Figure 1. A small window of the routed layout (run 1).
Region (83, 83) to (103, 103) um. Cells in grey, sequential cells in the stronger grey; small squares are vias.
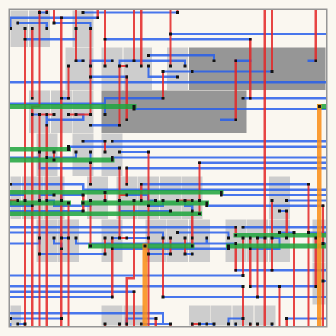
Figure 2. Cell density map (run 1).
12 x 12 tiles, from white (low) to dark blue (high), 0 to 100% covered.
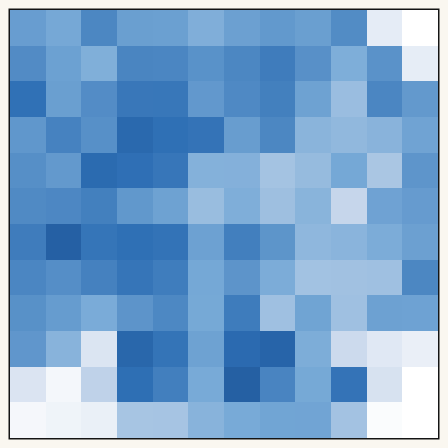
Figure 3. Cell placement (run 1).
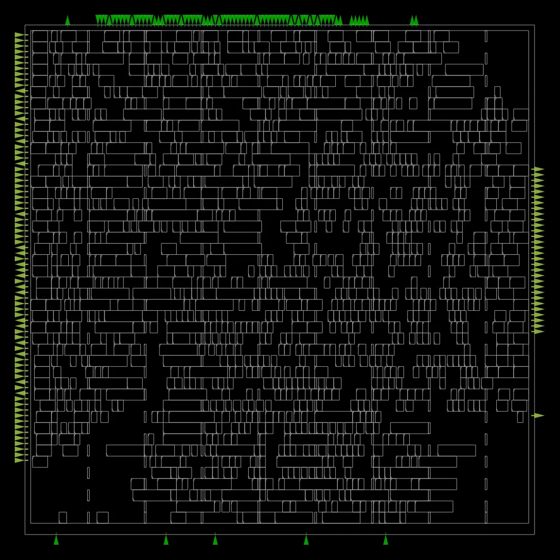
File: src/rtl/wb_pkg.sv
// Shared constants and helpers for the writeback arbiter and its tag FIFO.
package wb_pkg;
  localparam logic [4:0] REG_ZERO     = 5'd0;
  localparam int         NUM_REGS     = 32;
  localparam int         DEF_DW       = 32;
  localparam int         DEF_LD_DEPTH = 4;

  function automatic logic [NUM_REGS-1:0] reg_onehot(input logic [4:0] r);
    logic [NUM_REGS-1:0] oh;
    oh    = '0;
    oh[r] = 1'b1;
    return oh;
  endfunction
endpackage

File: src/rtl/wb_tag_fifo.sv
// In-order FIFO of load destination tags with an occupancy vector for the
// pending-write scoreboard. Push/pop legality is decided by the instantiating logic.
module wb_tag_fifo
  import wb_pkg::*;
#(
  parameter int DEPTH = DEF_LD_DEPTH,
  localparam int PW   = $clog2(DEPTH),
  localparam int CW   = PW + 1
) (
  input  logic                clk_i,
  input  logic                rst_ni,
  input  logic                push_i,
  input  logic                pop_i,
  input  logic [4:0]          tag_i,
  output logic [4:0]          tag_o,
  output logic                full_o,
  output logic                empty_o,
  output logic [NUM_REGS-1:0] occ_o
);
  logic [4:0]    mem_q [DEPTH];
  logic [PW-1:0] rd_ptr_q, wr_ptr_q;
  logic [CW-1:0] count_q;

  always_ff @(posedge clk_i or negedge rst_ni) begin
    if (!rst_ni) begin
      rd_ptr_q <= '0;
      wr_ptr_q <= '0;
      count_q  <= '0;
      for (int i = 0; i < DEPTH; i++) mem_q[i] <= REG_ZERO;
    end else begin
      if (push_i) begin
        mem_q[wr_ptr_q] <= tag_i;
        wr_ptr_q        <= wr_ptr_q + PW'(1);
      end
      if (pop_i) rd_ptr_q <= rd_ptr_q + PW'(1);
      case ({push_i, pop_i})
        2'b10:   count_q <= count_q + CW'(1);
        2'b01:   count_q <= count_q - CW'(1);
        default: count_q <= count_q;
      endcase
    end
  end

  // Only entries between the read pointer and read pointer + count are live.
  always_comb begin
    occ_o = '0;
    for (int i = 0; i < DEPTH; i++) begin
      if (CW'(i) < count_q) occ_o = occ_o | reg_onehot(mem_q[rd_ptr_q + PW'(i)]);
    end
  end

  assign tag_o   = mem_q[rd_ptr_q];
  assign full_o  = (count_q == CW'(DEPTH));
  assign empty_o = (count_q == '0);
endmodule

File: src/rtl/wb_arbiter.sv
// Writeback arbiter: merges in-order load responses and ALU/mfc0 results onto
// the single register-file write port and exports a pending-write scoreboard.
module wb_arbiter
  import wb_pkg::*;
#(
  parameter int LD_DEPTH = DEF_LD_DEPTH,
  parameter int DW       = DEF_DW
) (
  input  logic                i_clk,
  input  logic                i_rst_n,
  input  logic                i_ld_issue,
  input  logic [4:0]          i_ld_rd,
  output logic                o_ld_full,
  input  logic                i_ld_rvalid,
  input  logic [DW-1:0]       i_ld_rdata,
  output logic                o_ld_rready,
  input  logic                i_alu_valid,
  input  logic [4:0]          i_alu_rd,
  input  logic [DW-1:0]       i_alu_data,
  input  logic                i_mfc0,
  input  logic [DW-1:0]       i_cop0_data,
  output logic                o_alu_ready,
  output logic                o_regWrite,
  output logic [4:0]          o_wrAddr,
  output logic [DW-1:0]       o_wrDataToReg,
  output logic [NUM_REGS-1:0] o_pending,
  output logic                o_err
);
  logic                fifo_full, fifo_empty;
  logic [4:0]          head_tag;
  logic [NUM_REGS-1:0] occ;
  logic                ld_acc, alu_acc, push;

  logic                we_q, we_d;
  logic [4:0]          addr_q, addr_d;
  logic [DW-1:0]       data_q, data_d;
  logic                err_q, err_d;

  assign ld_acc  = i_ld_rvalid & ~fifo_empty;
  assign alu_acc = i_alu_valid & ~ld_acc;
  // A full FIFO can still take a tag when the head leaves in the same cycle.
  assign push    = i_ld_issue & (~fifo_full | ld_acc);

  wb_tag_fifo #(.DEPTH(LD_DEPTH)) u_tag_fifo (
    .clk_i   (i_clk),
    .rst_ni  (i_rst_n),
    .push_i  (push),
    .pop_i   (ld_acc),
    .tag_i   (i_ld_rd),
    .tag_o   (head_tag),
    .full_o  (fifo_full),
    .empty_o (fifo_empty),
    .occ_o   (occ)
  );

  always_comb begin
    we_d   = 1'b0;
    addr_d = addr_q;
    data_d = data_q;
    err_d  = err_q | (i_ld_issue & fifo_full & ~ld_acc) | (i_ld_rvalid & fifo_empty);
    if (ld_acc) begin
      we_d   = (head_tag != REG_ZERO);
      addr_d = head_tag;
      data_d = i_ld_rdata;
    end else if (alu_acc) begin
      we_d   = (i_alu_rd != REG_ZERO);
      addr_d = i_alu_rd;
      data_d = i_mfc0 ? i_cop0_data : i_alu_data;
    end
  end

  always_ff @(posedge i_clk or negedge i_rst_n) begin
    if (!i_rst_n) begin
      we_q   <= 1'b0;
      addr_q <= REG_ZERO;
      data_q <= '0;
      err_q  <= 1'b0;
    end else begin
      we_q   <= we_d;
      addr_q <= addr_d;
      data_q <= data_d;
      err_q  <= err_d;
    end
  end

  assign o_ld_full     = fifo_full;
  assign o_ld_rready   = ~fifo_empty;
  assign o_alu_ready   = ~ld_acc;
  assign o_regWrite    = we_q;
  assign o_wrAddr      = addr_q;
  assign o_wrDataToReg = data_q;
  assign o_err         = err_q;
  assign o_pending     = (occ | (we_q ? reg_onehot(addr_q) : '0))
                         & {{(NUM_REGS-1){1'b1}}, 1'b0};
endmodule

File: config.mk
export PLATFORM = sky130hd
export DESIGN_NAME = wb_arbiter
export DESIGN_NICKNAME = d
export VERILOG_FILES = /design/src/rtl/wb_pkg.sv /design/src/rtl/wb_tag_fifo.sv /design/src/rtl/wb_arbiter.sv
export SDC_FILE = /design/constraint.sdc
export NUM_CORES = 1
export LEC_CHECK = 0
export ABC_AREA = 1
export CAP_MARGIN = 20
export CORE_UTILIZATION = 40
export DETAILED_ROUTE_END_ITERATION = 8
export PLACE_DENSITY = 0.7
export SLEW_MARGIN = 20
export SYNTH_ARGS = -nofsm -noshare
export SYNTH_HDL_FRONTEND = slang
export SYNTH_HIERARCHICAL = 1
export SYNTH_SLANG_ARGS = --single-unit
File: constraint.sdc
create_clock -name i_clk -period 6.9 [get_ports i_clk]
set_clock_uncertainty 0.15 [all_clocks]
set_input_delay 1.38 -clock i_clk [delete_from_list [all_inputs] [get_ports i_clk]]
set_output_delay 1.38 -clock i_clk [all_outputs]
set_load 0.02 [all_outputs]
==> Implementation_results.wiki, run 1 <==
=== Physical design figures ===
{| class="wikitable"
! Metric !! Value
|-
| Fill cell total of the finished layout || between 1000 and 1500
|-
| Area of all placed cells without fillers || roughly 8100 um2
|-
| Detailed router's first-iteration violation count || 516
|-
| Number of antenna diodes || 0
|-
| CTS H-Tree Depth || 3
|-
| Combinational gate power || approximately 0.0024 W
|-
| Reg-to-reg endpoint || u_tag_fifo/count_q[2]$_DFFE_PN0P_
|-
| Total setup violations reported at the end of the flow || 0
|-
| Proportion of cell area spent on the clock network || 4.62%
|-
| Critical path cell sequence || inv_2 > nand2_1 > nand2_1 > nand2_1 > nand2_1 > nand3_2 > nor2_1 > nor2_1 > nand2_1 > o21bai_1 > clkdlybuf4s50_1
|-
| Area of the mapped netlist || between 5000 and 6000 um2
|-
| Reg-to-reg slack, setup || ~3.8 ns
|-
| Crit end category || primary output
|-
| Number of antenna violations at the first check in global routing || 0
|-
| Fraction of standard cell area that is sequential || about a fifth
|-
| Status || finished, final reports clean
|-
| Hold Path Sink || o_wrDataToReg[30]$_DFFE_PN0P_
|-
| Total of plain and repair buffers excluding clock buffers || 188
|-
| First-pass iteration count of the detailed router || 5
|-
| IO Pins || 186
|-
| Instance count of the mapped netlist || 1025
|-
| Crit path to || o_pending[28]
|-
| Cell kind with the greatest summed area || logic gates
|}
About Figure 1:
- orange: metal 4
- red: metal 2
- blue: metal 1
- green: metal 3
- netlist names of flops here include: o_wrAddr (2)
- cells with their middle in the window: 35
- most frequent: nor2_1 (20), nand2_1 (11)
- sequential cells in the window: 2

About Figure 2:
- tiles over 75% full: 4.9%
- nearly empty tiles: 2.1%
- mean over tiles: 52%
- emptiest ninth of the die: south-east
placeable core region: 14500 um2
initial standard-cell utilization of the core: 41.0%

About Figure 3:
final core utilization: 56.3%
flip-flops: 66
site row count: 44
number of well taps: 184

Figure 4. Pin placement (run 1).
The bar under the picture is 20 um long. Pins as bars across the die edge, other pins in grey.
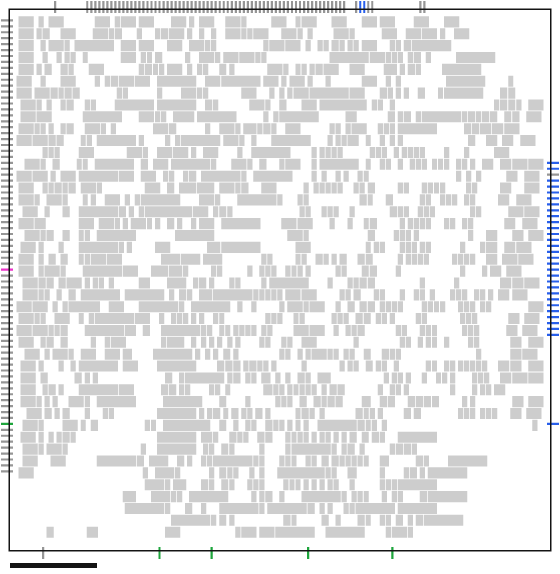

==> run 2: changes to the inputs <==
==> constraint.sdc (replaced) <==
create_clock -name i_clk -period 5.1 [get_ports i_clk]
set_clock_uncertainty 0.15 [all_clocks]
set_input_delay 1.02 -clock i_clk [delete_from_list [all_inputs] [get_ports i_clk]]
set_output_delay 1.02 -clock i_clk [all_outputs]
set_load 0.02 [all_outputs]
Figure 5. Pin placement (run 2).
The bar under the picture is 20 um long. Pins as bars across the die edge, other pins in grey.
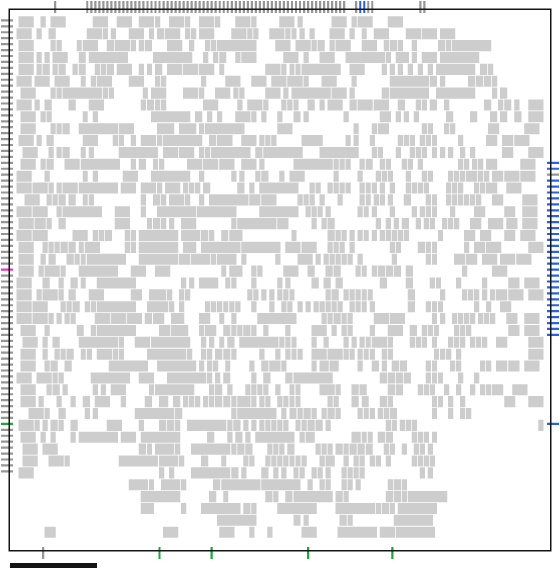
- magenta: o_err (pins 1; direction output; edge west)
- blue: o_pending (pins 32; direction output; edge 30 east, 2 north)
- green: i_ld_rd (pins 5; direction input; edge 4 south, 1 west)
- all pins by edge: 77 west, 73 north, 31 east, 5 south
die height: 124 um
width of the die: 124 um
Port Buffers: 184

Figure 6. A small window of the routed layout (run 2).
Region (83, 83) to (103, 103) um. Cells in grey, sequential cells in the stronger grey; small squares are vias.
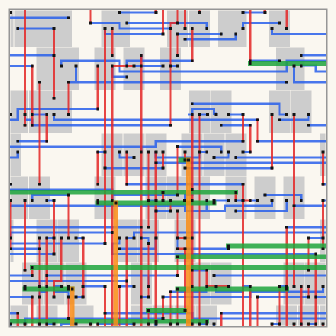
- blue: metal 1
- red: metal 2
- orange: metal 4
- green: metal 3
- sequential cells in the window: 0
- most frequent: nor2_1 (29), nand2_1 (11)
- cells with their middle in the window: 46

==> run 2 against run 1 <==
- total power is 30% higher
- combinational power increased by 37%
- register-to-register slack worse by 1.3 ns
- design area shrank 1.0%
- cell count increased by 0.22%
- critical path type unchanged
- largest power group unchanged
- highest routed layer unchanged
==> Implementation_results.wiki, run 2 <==
=== Physical design figures ===
{| class="wikitable"
! Metric !! Value
|-
| Detailed router's first-iteration violation count || around 580
|-
| Hold Path Sink || o_wrDataToReg[4]$_DFFE_PN0P_
|-
| Area of all placed cells without fillers || between 8000 and 9000 um2
|-
| Fill cell total of the finished layout || roughly 1500
|-
| Instance count of the mapped netlist || approximately 1000
|-
| Total setup violations reported at the end of the flow || 0
|-
| Total of plain and repair buffers excluding clock buffers || between 150 and 200
|-
| Combinational gate power || around 0.0033 W
|-
| Critical Path Start Type || register
|-
| Placeable core region || between 10000 and 15000 um2
|-
| Status || finished, final reports clean
|-
| Number of well taps || between 150 and 200
|-
| Proportion of cell area spent on the clock network || under 10%
|-
| Achievable frequency || 232 MHz
|-
| Number of antenna violations at the first check in global routing || 0
|-
| Smallest hold slack || 0.323 ns
|-
| Final core utilization || between 50 and 60%
|-
| Reg-to-reg slack, setup || 2.50 ns
|-
| Cell kind with the greatest summed area || logic gates
|-
| Critical path cell sequence || buf_4 > nand2_1 > nand2_1 > nand2_1 > nand2_1 > nand3_2 > nor2_1 > nor2_1 > nand2_1 > o21bai_1 > clkdlybuf4s50_1
|-
| Flip-flops || between 60 and 70
|-
| Reg-to-reg endpoint || u_tag_fifo/count_q[2]$_DFFE_PN0P_
|-
| Number of antenna diodes || 0
|-
| IO Pins || 186
|-
| Crit path to || o_pending[26]
|-
| Site row count || between 40 and 50
|-
| Wire length per cell after detailed routing || ~15 um
|-
| CTS H-Tree Depth || 3
|-
| Fraction of standard cell area that is sequential || between 20% and 30%
|-
| First-pass iteration count of the detailed router || 6
|-
| Clock network latency to the later pin of the worst-skew pair || approximately 0.33 ns
|}
Power figures rest on the tool's default switching activity, not on a simulated workload.
